[src/rtl/vend_sequencer.sv]
// Vending sequencer: tracks credit from inserted coins, arbitrates cancel /
// selection / coin / timeout events, drives the dispense mechanism, pays out
// change and latches a fault when dispensing takes too long. Every output is
// a register, so each response appears one clock after its cause.
module vend_sequencer #(
    parameter int PRICE0       = 10,
    parameter int PRICE1       = 15,
    parameter int PRICE2       = 20,
    parameter int PRICE3       = 25,
    parameter int PAY_TIMEOUT  = 30,
    parameter int DISP_TIMEOUT = 5
) (
    input  logic       clk,
    input  logic       rst,
    input  logic       coin_valid,
    input  logic [7:0] coin_value,
    input  logic       sel_valid,
    input  logic [1:0] item_sel,
    input  logic       cancel,
    input  logic       dispense_done,
    input  logic [5:0] time_end,
    output logic       counting_sign,
    output logic [2:0] state,
    output logic [7:0] credit,
    output logic       dispense_en,
    output logic [1:0] item_out,
    output logic       change_valid,
    output logic [7:0] change_amount,
    output logic       coin_reject,
    output logic       deny,
    output logic       fault
);

    typedef enum logic [2:0] {
        S_IDLE     = 3'd0,
        S_PAY      = 3'd1,
        S_DISPENSE = 3'd2,
        S_CHANGE   = 3'd3,
        S_FAULT    = 3'd4
    } state_t;

    localparam logic [5:0] PAY_TO  = 6'(PAY_TIMEOUT);
    localparam logic [5:0] DISP_TO = 6'(DISP_TIMEOUT);

    state_t     state_q, state_d;
    logic [7:0] credit_q, credit_d;
    logic [1:0] item_q, item_d;
    logic       count_q, count_d;
    logic       disp_en_q, disp_en_d;
    logic       change_valid_q, change_valid_d;
    logic [7:0] change_amount_q, change_amount_d;
    logic       coin_reject_q, coin_reject_d;
    logic       deny_q, deny_d;
    logic       fault_q, fault_d;

    logic       timer_restart;
    logic [7:0] price_sel;
    logic [8:0] coin_sum;
    logic       coin_ovf;

    assign coin_sum = {1'b0, credit_q} + {1'b0, coin_value};
    assign coin_ovf = coin_sum[8];

    // Price lookup for the item currently being selected
    always_comb begin
        price_sel = 8'(PRICE0);
        case (item_sel)
            2'd0:    price_sel = 8'(PRICE0);
            2'd1:    price_sel = 8'(PRICE1);
            2'd2:    price_sel = 8'(PRICE2);
            default: price_sel = 8'(PRICE3);
        endcase
    end

    // State and output registers, cleared synchronously by rst
    always_ff @(posedge clk) begin
        if (rst) begin
            state_q         <= S_IDLE;
            credit_q        <= 8'd0;
            item_q          <= 2'd0;
            count_q         <= 1'b0;
            disp_en_q       <= 1'b0;
            change_valid_q  <= 1'b0;
            change_amount_q <= 8'd0;
            coin_reject_q   <= 1'b0;
            deny_q          <= 1'b0;
            fault_q         <= 1'b0;
        end else begin
            state_q         <= state_d;
            credit_q        <= credit_d;
            item_q          <= item_d;
            count_q         <= count_d;
            disp_en_q       <= disp_en_d;
            change_valid_q  <= change_valid_d;
            change_amount_q <= change_amount_d;
            coin_reject_q   <= coin_reject_d;
            deny_q          <= deny_d;
            fault_q         <= fault_d;
        end
    end

    // Next-state logic: one event per cycle, highest-priority event wins
    always_comb begin
        state_d         = state_q;
        credit_d        = credit_q;
        item_d          = item_q;
        change_amount_d = change_amount_q;
        coin_reject_d   = 1'b0;
        deny_d          = 1'b0;
        timer_restart   = 1'b0;

        case (state_q)
            S_IDLE: begin
                if (coin_valid) begin
                    if (coin_ovf) begin
                        coin_reject_d = 1'b1;
                    end else begin
                        credit_d = coin_sum[7:0];
                        state_d  = S_PAY;
                    end
                end
            end
            S_PAY: begin
                if (cancel) begin
                    coin_reject_d = coin_valid;
                    state_d       = S_CHANGE;
                end else if (sel_valid) begin
                    coin_reject_d = coin_valid;
                    if (credit_q >= price_sel) begin
                        credit_d = credit_q - price_sel;
                        item_d   = item_sel;
                        state_d  = S_DISPENSE;
                    end else begin
                        deny_d = 1'b1;
                    end
                end else if (coin_valid) begin
                    if (coin_ovf) begin
                        coin_reject_d = 1'b1;
                    end else begin
                        credit_d      = coin_sum[7:0];
                        timer_restart = 1'b1;
                    end
                end else if (count_q && (time_end >= PAY_TO)) begin
                    state_d = S_CHANGE;
                end
            end
            S_DISPENSE: begin
                coin_reject_d = coin_valid;
                if (dispense_done) begin
                    state_d = (credit_q != 8'd0) ? S_CHANGE : S_IDLE;
                end else if (count_q && (time_end >= DISP_TO)) begin
                    // Gated by count_q: during the restart cycle time_end may
                    // still show the stale PAY count.
                    state_d = S_FAULT;
                end
            end
            S_CHANGE: begin
                coin_reject_d = coin_valid;
                credit_d      = 8'd0;
                state_d       = S_IDLE;
            end
            S_FAULT: begin
                coin_reject_d = coin_valid;
            end
            default: begin
                state_d = S_IDLE;
            end
        endcase

        // Any entry into PAY or DISPENSE also restarts the external timer
        if ((state_d != state_q) && ((state_d == S_PAY) || (state_d == S_DISPENSE))) begin
            timer_restart = 1'b1;
        end

        // Change payout captures the credit remaining at entry to CHANGE
        if (state_d == S_CHANGE) begin
            change_amount_d = credit_d;
        end
    end

    // Registered output values derived from the upcoming state
    always_comb begin
        count_d        = ((state_d == S_PAY) || (state_d == S_DISPENSE)) && !timer_restart;
        disp_en_d      = (state_d == S_DISPENSE);
        change_valid_d = (state_d == S_CHANGE);
        fault_d        = (state_d == S_FAULT);
    end

    // Drive ports from registers
    always_comb begin
        state         = state_q;
        credit        = credit_q;
        item_out      = item_q;
        counting_sign = count_q;
        dispense_en   = disp_en_q;
        change_valid  = change_valid_q;
        change_amount = change_amount_q;
        coin_reject   = coin_reject_q;
        deny          = deny_q;
        fault         = fault_q;
    end

endmodule
[config.mk]
export PLATFORM = sky130hd
export DESIGN_NAME = vend_sequencer
export DESIGN_NICKNAME = d
export VERILOG_FILES = /design/src/rtl/vend_sequencer.sv
export SDC_FILE = /design/constraint.sdc
export NUM_CORES = 1
export LEC_CHECK = 0
export CORE_MARGIN = 3
export CORE_UTILIZATION = 40
export CTS_CLUSTER_DIAMETER = 100
export DETAILED_ROUTE_END_ITERATION = 10
export GPL_TIMING_DRIVEN = 0
export PLACE_DENSITY = 0.68
export SLEW_MARGIN = 5
export SYNTH_ARGS = -nofsm -noshare
export SYNTH_HDL_FRONTEND = slang
export SYNTH_SLANG_ARGS = --single-unit
[constraint.sdc]
create_clock -name clk -period 4.13 [get_ports clk]
set_clock_uncertainty 0.15 [all_clocks]
set_input_delay 1.239 -clock clk [delete_from_list [all_inputs] [get_ports clk]]
set_output_delay 1.239 -clock clk [all_outputs]
set_load 0.1 [all_outputs]
==> flow_summary.ini <==
; yosys + openroad results
[finish]
flop_area_um2 = 541
fin_area_mm2 = 0.00311
fin_nets = 404
sh_seq_area_pct = 17.4
fin_util_pct = 55.2
fillCellCount = 532
area_growth_pct = 31.0

[power]
p_leak_nw = 1.23

[cts]
cts.clk_slew.worst_paths_ps = 90

[floorplanning]
io_pins = 49
core.rowCount = 27
core-area_mm2 = 0.00564
die_y_um = 83.1

[final_timing]
final_hold_viol_count = 0
tns_ps = 0

[outcome]
status = completed

[route]
viasPerCell = 6.03
antenna_left = 0
wl_per_cell_um = 18.2

[placement]
place_ws_ps = -407
dp_hpwl_mm = 6.02
gp_congestion = 0.953

[logic_synthesis]
edf_count = 0
ys_seq_share_pct = 22.7
top_cell_area_share_pct = 22.7
yosys_area_mm2 = 0.00238
ys_cells = 302
synthAoiAreaFrac_pct = 34.0
area_leaders = dfxtp_1, ha_1, a21oi_1

[global_route]
grt_pass1_vias = 2442
grt_max_degree = 17
antenna_found_initial = 0
[path summary, 6_finish.rpt]
kind	to	depth (start not counted)
worst max register to register	counting_sign	11
worst min register to register	change_amount[7]	2
worst min-delay path	change_amount[7]	2
worst max-delay path	change_amount[0]	11
[report_power, final]
group / total [mW] / switching [mW] / internal (mW) / leakage [nW]
registers: 0.444 / 0.107 / 0.337 / 0.220
logic: 2.09 / 1.41 / 0.680 / 0.991
clock network: 0.157 / 0.0888 / 0.0687 / 0.0217
total: 2.69 / 1.60 / 1.09 / 1.23
[sequential cells by signal, summed over array words and instances, names as in the netlist]
name	flops
dispense_en	1
state	3
counting_sign	1
change_amount	8
credit	8
change_valid	1
coin_reject	1
deny	1
fault	1
item_out	2
[synthesized netlist by cell type (3+ instances only)]
cell type,instances
nor2_1,31
nand2_1,28
dfxtp_1,27
a21oi_1,25
ha_1,18
o21ai_0,17
inv_1,15
a31oi_1,8
nand3_1,8
clkbuf_1,7
o2111ai_1,6
a41oi_1,5
and2_1,5
nand2b_1,5
nor3_1,5
o22ai_1,5
a211oi_2,4
nor2b_1,4
o41ai_1,4
or2_2,4
a21o_1,3
a32oi_1,3
or3_1,3
xnor2_1,3
[routing by layer]
metal  part of all wire, %  GRT usage [%]  wire (um)
met1                    44           30.2       3490
met2                    46           36.7       3610
met3                   8.1           3.67        634
met4                   1.6           3.86        129
met5                     0              0          0
[timing repair]
item,CTS,global route
setup buffers,5,1
pin swaps,4,1
gates cloned,1,0
gates resized,6,9
endpoints found under the setup margin,10,15
hold buffers,0,0
[worst max-delay path, stage by stage]
cell,delay (ps)
clkdlybuf4s50_1,410
ha_1,260
fa_2,400
a211oi_2,330
o2111ai_2,220
and2_1,180
buf_2,180
o2111ai_2,240
nand3_1,140
a32oi_1,250
a31oi_1,110
layer_met1.png
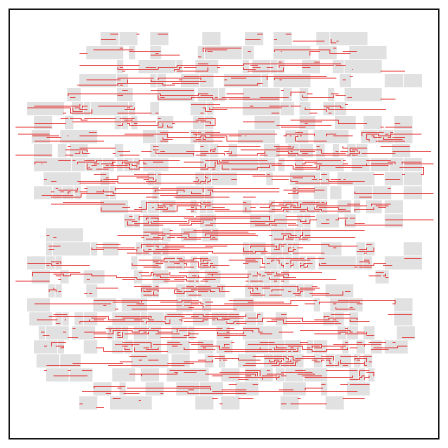
The wires run mostly horizontal. The longest straight run is 29.4 um.
Via Count: 2613
met1 Track Usage GR: 30.2%
detailed-route wire length: 7.87 mm

layer_met2.png
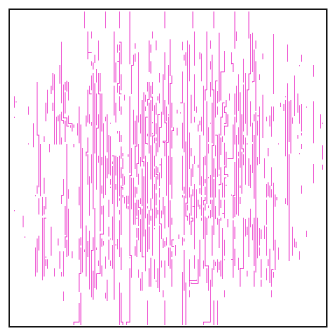
The layer carries 3610 um of wire. 349 nets have wire on it. The layer holds 46% of the routed length. The wires run mostly vertical. The longest straight run is 42.7 um.
grt met2 use: 36.7%

Power figures rest on the tool's default switching activity, not on a simulated workload.
